==> src/rtl/fir_chain_ctrl.sv <==
// rtl/fir_chain_ctrl.sv - sequencer and coefficient controller for a systolic FIR slice chain
//
// Holds the per-tap coefficient bank, gates samples into the head slice,
// tracks the fixed chain latency and qualifies the tail accumulator as a
// result stream. Flushes the chain on stop and counts input underruns.
//
// Ports:
//   clk, rst_n            clock, asynchronous active-low reset
//   cfg_valid/ready/addr/data  coefficient write (accepted in IDLE only)
//   start, stop           single-cycle control pulses
//   s_valid/s_ready/s_data     4-bit input sample stream
//   coef_bus              tap k coefficient at bits [8k+7:8k]
//   chain_x               registered sample to head slice
//   chain_acc             tail slice accumulator output
//   y_valid, y_data       qualified registered result
//   busy                  high in RUN or FLUSH
//   underrun_cnt          saturating count of empty RUN slots
module fir_chain_ctrl #(
  parameter int NTAPS     = 4,
  parameter int CHAIN_LAT = 2 * NTAPS + 2,
  parameter int AW        = $clog2(NTAPS)
) (
  input  logic               clk,
  input  logic               rst_n,
  input  logic               cfg_valid,
  output logic               cfg_ready,
  input  logic [AW-1:0]      cfg_addr,
  input  logic [7:0]         cfg_data,
  input  logic               start,
  input  logic               stop,
  input  logic               s_valid,
  output logic               s_ready,
  input  logic [3:0]         s_data,
  output logic [NTAPS*8-1:0] coef_bus,
  output logic [3:0]         chain_x,
  input  logic [11:0]        chain_acc,
  output logic               y_valid,
  output logic [11:0]        y_data,
  output logic               busy,
  output logic [15:0]        underrun_cnt
);

  localparam int CW = $clog2(CHAIN_LAT + 1);

  typedef enum logic [1:0] {
    IDLE  = 2'd0,
    RUN   = 2'd1,
    FLUSH = 2'd2
  } state_t;

  state_t           state;
  logic [7:0]       coef [NTAPS];
  logic [CHAIN_LAT:0] mark_sr;
  logic [CW-1:0]    flush_cnt;
  logic             slot;

  // The stop cycle itself is not a sample slot.
  assign slot      = (state == RUN) && !stop;

  assign cfg_ready = (state == IDLE);
  assign s_ready   = (state == RUN);
  assign busy      = (state != IDLE);

  genvar g;
  generate
    for (g = 0; g < NTAPS; g++) begin : g_coef_bus
      assign coef_bus[8*g +: 8] = coef[g];
    end
  endgenerate

  always_ff @(posedge clk or negedge rst_n) begin
    if (!rst_n) begin
      state        <= IDLE;
      chain_x      <= '0;
      y_valid      <= 1'b0;
      y_data       <= '0;
      underrun_cnt <= '0;
      mark_sr      <= '0;
      flush_cnt    <= '0;
      for (int k = 0; k < NTAPS; k++) coef[k] <= '0;
    end else begin
      // Result path: free-running, qualified by the delayed slot marker.
      y_data  <= chain_acc;
      y_valid <= mark_sr[CHAIN_LAT];
      mark_sr <= {mark_sr[CHAIN_LAT-1:0], slot};

      // Empty slots and non-RUN cycles feed zeros so the chain drains clean.
      chain_x <= (slot && s_valid) ? s_data : 4'd0;

      if (slot && !s_valid && underrun_cnt != 16'hFFFF)
        underrun_cnt <= underrun_cnt + 16'd1;

      // Addresses beyond the bank match no tap and are silently dropped.
      if (state == IDLE && cfg_valid) begin
        for (int k = 0; k < NTAPS; k++)
          if (cfg_addr == AW'(k)) coef[k] <= cfg_data;
      end

      case (state)
        IDLE: begin
          if (start) begin
            state        <= RUN;
            underrun_cnt <= '0;
          end
        end
        RUN: begin
          if (stop) begin
            state     <= FLUSH;
            flush_cnt <= '0;
          end
        end
        FLUSH: begin
          // CHAIN_LAT+1 cycles: the last marker leaves as FLUSH ends.
          if (flush_cnt == CW'(CHAIN_LAT)) state <= IDLE;
          else                             flush_cnt <= flush_cnt + CW'(1);
        end
        default: state <= IDLE;
      endcase
    end
  end

endmodule
==> config.mk <==
export PLATFORM = sky130hd
export DESIGN_NAME = fir_chain_ctrl
export DESIGN_NICKNAME = d
export VERILOG_FILES = /design/src/rtl/fir_chain_ctrl.sv
export SDC_FILE = /design/constraint.sdc
export NUM_CORES = 1
export LEC_CHECK = 0
export CAP_MARGIN = 20
export CORE_MARGIN = 2
export CORE_UTILIZATION = 35
export CTS_CLUSTER_DIAMETER = 120
export CTS_CLUSTER_SIZE = 12
export DETAILED_ROUTE_END_ITERATION = 10
export SETUP_SLACK_MARGIN = 0.5
export SYNTH_ARGS = -nofsm -noshare
export SYNTH_HDL_FRONTEND = slang
export SYNTH_SLANG_ARGS = --single-unit
==> constraint.sdc <==
create_clock -name clk -period 4.8 [get_ports clk]
set_clock_uncertainty 0.1 [all_clocks]
set_input_delay 0.96 -clock clk [delete_from_list [all_inputs] [get_ports clk]]
set_output_delay 0.96 -clock clk [all_outputs]
set_load 0.01 [all_outputs]
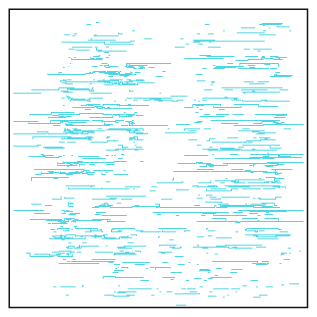
**Above:** run 1 (signal wires on met1).
Scale: 3 px per um.
- share of all routed wire: 44%
- longest straight run: 25.3 um
- main direction: horizontal

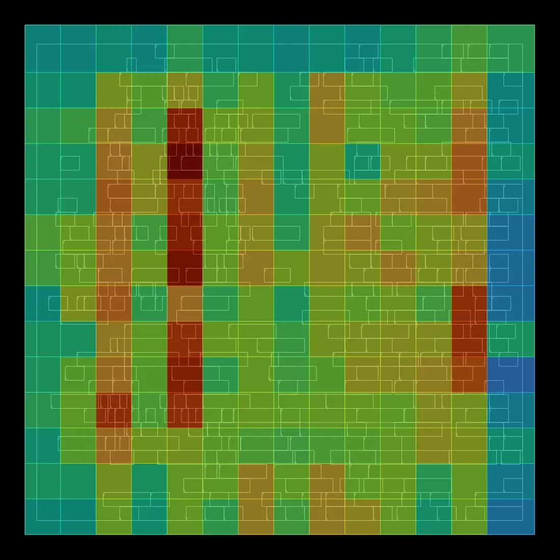
**Above:** run 1 (congestion heat map).
grt peak-use layer: met2
met2 global-route usage: 0.238
Final Util: 0.516
met1 usage: 0.199

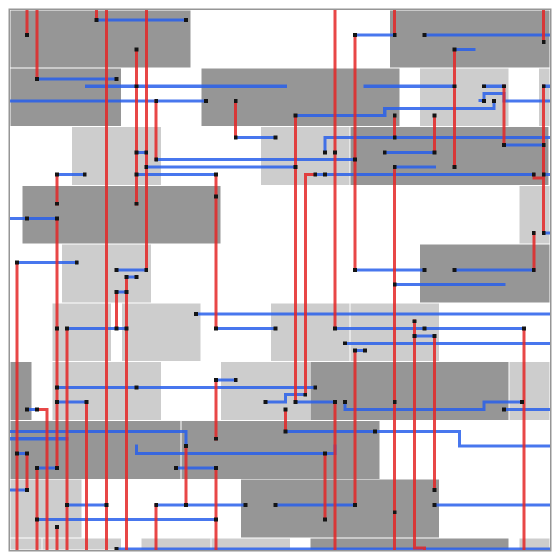
**Above:** run 1 (zoomed window).
Window x 62 to 87, y 62 to 87 um. Cells in gray, sequential cells in the stronger gray; small squares are vias.
- blue: M1
- red: M2
- sequential cells in the window: 11
- netlist names of flops here include: coef_bus (11)
- most frequent: dfrtp_1 (11), mux2_2 (7), clkdlybuf4s50_1 (2)
- cells with their middle in the window: 22

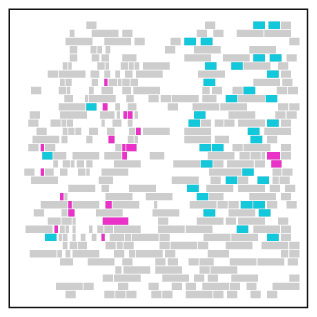
**Above:** run 1 (logic cells by family).
Scale: 3 px per um.
- magenta: nor cells (cells 20; most used nor2_1)
- cyan: mux cells (cells 35; most used mux2_2)

==> impl_metrics.ini, run 1 <==
; yosys + openroad results
[synthesis]
ys_area_um2 = 3150
ys_cells = 231
top_area_cell = dfrtp_1
top_cell_area_share = 0.651
most_common_cell = dfrtp_1
ys_sh_aoi = 0.0687
ys_ff = 82
ys_sh_adder = 0.0119

[floorplan]
dieArea_um2 = 9780
fp.dieW_um = 98.9
die_y_um = 98.9
fp_util = 0.362

[critical_path]
criticalPathCategory = in2reg
worstPathMaxFanout = 11
critical_path_buf_inv_count = 1
arrival_ns = 3.07
start_kind = primary input
slowest_delay_ns = 0.59
startpoint = s_valid
worstPathCellList = clkdlybuf4s50_1 -> nor4b_4 -> nand4_1 -> or4_1 -> a21oi_1
rr_startpoint = state[1]$_DFFE_PN0P_
crit_cells = 5

[global_routing]
overflow = 0
antenna_found_initial = 0
grtUsageMet3 = 0.0355
grt_pass1_wl_um = 11600
grt_use_total = 0.151
grt_max_degree = 83

[clock_tree]
clock_path_buffers = 2
cts-root-buf = clkbuf_8
htree_levels = 3
cts_setup_buffers = 0
numCtsBuffers = 9
cts_tree = yes

[finish]
synthToLayoutAreaGrowth_pct = 42.7
layout.cells.non_filler = 453
finish.net_count = 375
fillers = 764
regArea_um2 = 2050
final_area_um2 = 4500
largest_class = sequential cells
layout_top_cell = clkdlybuf4s50_1

[timing]
tightest_slew_ns = 0.760
timing.fmax_mhz = 346
setup_slack_ns = 1.91
rsz0062_at_grt = false

[power_and_ir_drop]
p_sw_uw = 680
powerSeq_uw = 991
total_power_mw = 2.26
power-top-group = sequential cells
power_frac_clock = 0.230
comb_power_share = 0.331
internal_power_mw = 1.58

[run]
tool_warnings = 27
max-cap-violations = 0

[place]
dp_hpwl_um = 4880
pre_cts_slack_ns = 1.54

[detailed_routing]
wl_um = 6990
wl_per_cell_um = 15.4
postRouteAntennaNets = 0
vias = 2289

[worst_hold_path]
hp-class = reg2reg
hold_depth = 0

[outcome]
status = complete, no violations
==> inputs of run 2 (changes only) <==
- clock period: 4.8 -> 2.7 ns (I/O delays scaled with it)
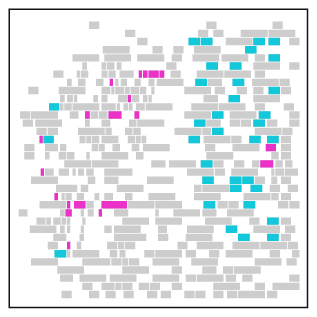
**Above:** run 2 (logic cells by family).
Scale: 3 px per um.
- cyan: mux cells (cells 35; most used mux2_2)
- magenta: nor cells (cells 20; most used nor2_1)

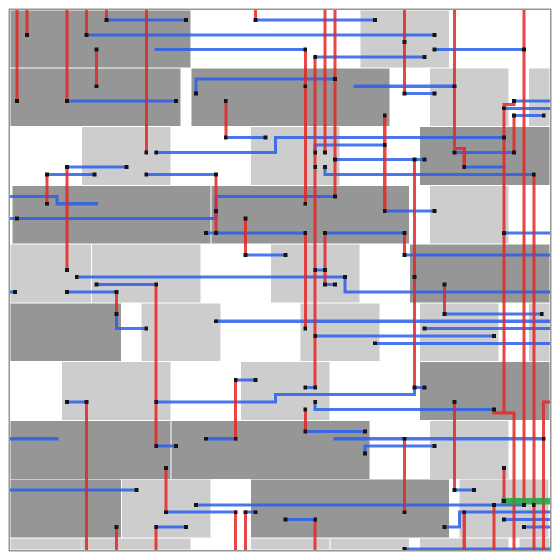
**Above:** run 2 (zoomed window).
Window x 62 to 87, y 62 to 87 um. Cells in gray, sequential cells in the stronger gray; small squares are vias.
- blue: M1
- red: M2
- green: M3
- cells with their middle in the window: 29
- sequential cells in the window: 13
- netlist names of flops here include: coef_bus (13)
- most frequent: dfrtp_1 (13), mux2_2 (8), clkdlybuf4s50_1 (6)

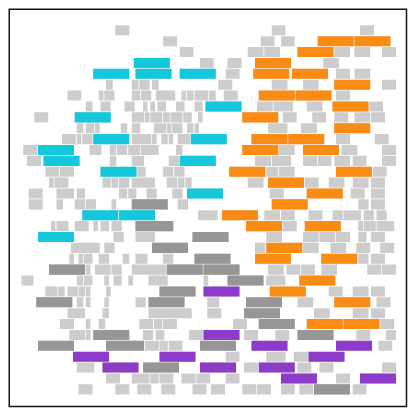
**Above:** run 2 (sequential cells colored by netlist name).
Scale: 4 px per um.
- orange: coef_bus (placed flops 32)
- cyan: underrun_cnt (placed flops 16)
- purple: y_data (placed flops 12)

==> run 2 against run 1 <==
Effect of this change: total power up 82%; setup slack worse by 1.3 ns; register-to-register slack worse by 1.9 ns; via count up 2.6%; synthesized cell count unchanged; critical path depth unchanged; final area up 2.9%; first-iteration DRC count up 100%; sequential share of layout area down 1.3 points; critical path type is now reg2reg; critical endpoint is now underrun_cnt[1]$_DFF_PN0_; largest power group unchanged.
==> impl_metrics.ini, run 2 <==
; yosys + openroad results
[outcome]
status = complete, no violations

[critical_path]
rr_endpoint = underrun_cnt[1]$_DFF_PN0_
worstPathCellList = ha_1 -> nand4_1 -> o41ai_2 -> mux2i_1 -> nor2_1
startpoint = underrun_cnt[0]$_DFF_PN0_
r2r_cells = 5
arrival_ns = 2.23
critical_path_buf_inv_count = 0
crit_cells = 5
crit_slowest_cell = o41ai_2
crit_path_end = underrun_cnt[1]$_DFF_PN0_
rr_startpoint = underrun_cnt[0]$_DFF_PN0_
worstPathMaxFanout = 6
start_kind = flop
slowest_delay_ns = 0.73
criticalPathCategory = reg2reg

[clock_tree]
cts_tree = yes
numCtsBuffers = 9
clkLatencyLatePin_ns = 0.35
cts-root-buf = clkbuf_8
clock_path_buffers = 2
clkTransAtPathRegs_ns = 0.09
cts_setup_buffers = 6
holdBufCountCts = 0
htree_levels = 3

[timing]
setup_slack_ns = 0.601
tightest_slew_ns = 0.693
finalSetupViolCount = 0
rsz0062_at_grt = true
tns_ns = 0
timing.fmax_mhz = 476
fin_crit_ns = 2.10

[finish]
largest_class = sequential cells
synthToLayoutAreaGrowth_pct = 46.9
regArea_um2 = 2050
fillers = 764
antenna_cells = 0
drive_gt1_frac = 0.208
layout.cells.non_filler = 468
comb_area_um2 = 1080
final-nonclk-buf-share = 0.244
clock_buffers = 10
final_area_um2 = 4630
final_core_util = 0.531
finish.net_count = 390
layout_top_cell = clkdlybuf4s50_1

[power_and_ir_drop]
comb_power_share = 0.345
p_leak_nw = 1.99
power_frac_clock = 0.227
power-top-group = sequential cells
p_sw_mw = 1.22
total_power_mw = 4.10
powerSeq_mw = 1.75
switching_share = 0.296
powerDensity_nw_per_um2 = 886
internal_power_mw = 2.89

[synthesis]
most_common_cell = dfrtp_1
top_area_cell = dfrtp_1
ys_sh_aoi = 0.0687
ys_types = 38
ys_seq_share = 0.651
ys_area_um2 = 3150
top_cell_area_share = 0.651
ys_ff = 82
ys_sh_adder = 0.0119
ys_cells = 231

[detailed_routing]
wl_per_cell_um = 15.4
met3WireLength_um = 477
top_layer = met4
wl_um = 7210
vias = 2349
postRouteAntennaNets = 0
viasPerCell = 5.02
first_iter_violations = 75

[run]
max-cap-violations = 0
tool_warnings = 29

[place]
pre_cts_slack_ns = 0.102
placed_cell_area_um2 = 4340
dp_hpwl_um = 5110

[global_routing]
antenna_found_initial = 0
grt_pass1_wl_um = 11900
grt_max_degree = 45
busiest_layer = met2
use_met2 = 0.235
overflow = 0
grt_use_total = 0.155
grtUsageMet3 = 0.0461
use_met1 = 0.212

[floorplan]
core_area_um2 = 8720
fp.dieW_um = 98.9
dieArea_um2 = 9780
fp_util = 0.362
die_y_um = 98.9

[worst_hold_path]
hp-class = in2async
==> inputs of run 3 (changes only) <==
- clock period: 2.7 -> 2 ns (I/O delays scaled with it)
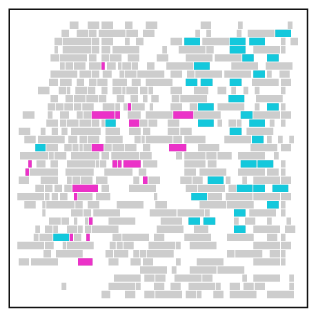
**Above:** run 3 (logic cells by family).
Scale: 3 px per um.
- magenta: nor cells (cells 20; most used nor2_1)
- cyan: mux cells (cells 35; most used mux2_4)

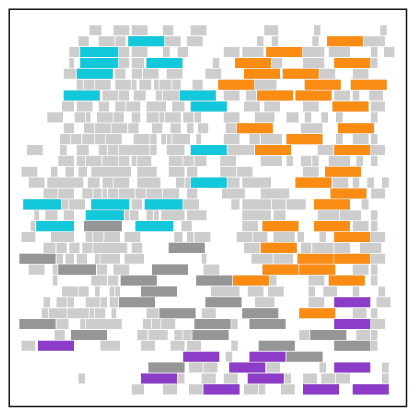
**Above:** run 3 (sequential cells colored by netlist name).
Scale: 4 px per um.
- orange: coef_bus (placed flops 32)
- purple: y_data (placed flops 12)
- cyan: underrun_cnt (placed flops 16)
- not colored: 22

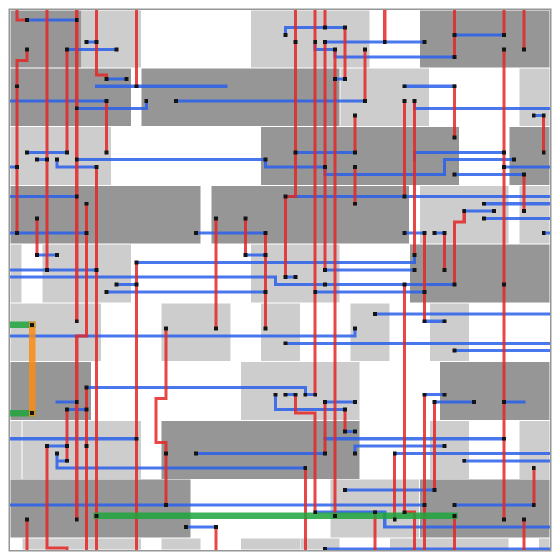
**Above:** run 3 (zoomed window).
Window x 62 to 87, y 62 to 87 um. Cells in gray, sequential cells in the stronger gray; small squares are vias.
- blue: M1
- green: M3
- orange: M4
- red: M2
- cells with their middle in the window: 28
- netlist names of flops here include: coef_bus (11)
- sequential cells in the window: 11
- most frequent: dfrtp_1 (11), mux2_2 (5), mux2_4 (4)

==> run 3 against run 2 <==
Effect of this change: global-route usage rose by 2.5 points; non-clock buffer count is 63 higher; worst hold slack better by 0.18 ns; synthesized cell count did not move; via count grew 13%; critical path type unchanged; critical endpoint is now underrun_cnt[9]$_DFF_PN0_; highest routed layer unchanged.
==> impl_metrics.ini, run 3 <==
; yosys + openroad results
[critical_path]
r2r_cells = 5
crit_path_end = underrun_cnt[9]$_DFF_PN0_
arrival_ns = 2.05
worstPathCellList = nor4b_4 -> nand4_1 -> buf_4 -> or4_4 -> a21oi_2
startpoint = state[1]$_DFFE_PN0P_
worstPathMaxFanout = 5
criticalPathCategory = reg2reg
crit_slowest_cell = or4_4
critical_path_buf_inv_count = 1
slowest_delay_ns = 0.53
crit_cells = 5
rr_endpoint = underrun_cnt[9]$_DFF_PN0_

[detailed_routing]
wl_um = 8540
vias = 2662
postRouteAntennaNets = 0
top_layer = met4
viasPerCell = 5.01

[clock_tree]
cts-root-buf = clkbuf_8
cts_setup_buffers = 49
cts_tree = yes
clock_path_buffers = 2
htree_levels = 3
clkLatencyLatePin_ns = 0.35
numCtsBuffers = 9

[timing]
fin_crit_ns = 1.86
tns_ns = 0
rsz0062_at_grt = true
timing.fmax_mhz = 538
tightest_slew_ns = 0.533
finalSetupViolCount = 0
setup_slack_ns = 0.140

[floorplan]
die_y_um = 98.9
core_area_um2 = 8720

[finish]
most-common-layout-cells = dfrtp_1 (72), buf_4 (48), buf_6 (42), clkbuf_2 (36), clkdlybuf4s50_1 (28)
final_core_util = 0.605
final-nonclk-buf-share = 0.289
drive_gt1_frac = 0.567
regArea_um2 = 2060
comb_area_um2 = 1330
fillers = 702
layout_top_cell = dfrtp_1
layout.cells.non_filler = 531
largest_class = sequential cells
antenna_cells = 0

[synthesis]
ys_area_um2 = 3150
most_common_cell = dfrtp_1
ys_cells = 231
ys_sh_adder = 0.0119
ys_sh_aoi = 0.0687
ys_seq_share = 0.651
top_area_cell = dfrtp_1
top_cell_area_share = 0.651
ys_types = 38

[power_and_ir_drop]
power-top-group = sequential cells
p_leak_nw = 2.51
powerDensity_nw_per_um2 = 1090
p_sw_mw = 1.87
internal_power_mw = 3.86
power_frac_clock = 0.202

[global_routing]
grt_pass1_wl_um = 13900
antenna_found_initial = 0
grt_max_degree = 40
overflow = 0
use_met2 = 0.298
use_met1 = 0.234
grt_use_total = 0.180
grtUsageMet3 = 0.0340

[run]
max-cap-violations = 0
tool_warnings = 30

[place]
dp_hpwl_um = 5290
pre_cts_slack_ns = -0.399
placed_cell_area_um2 = 4560

[worst_hold_path]
hp-class = reg2reg

[outcome]
status = complete, no violations
Power figures rest on the tool's default switching activity, not on a simulated workload.
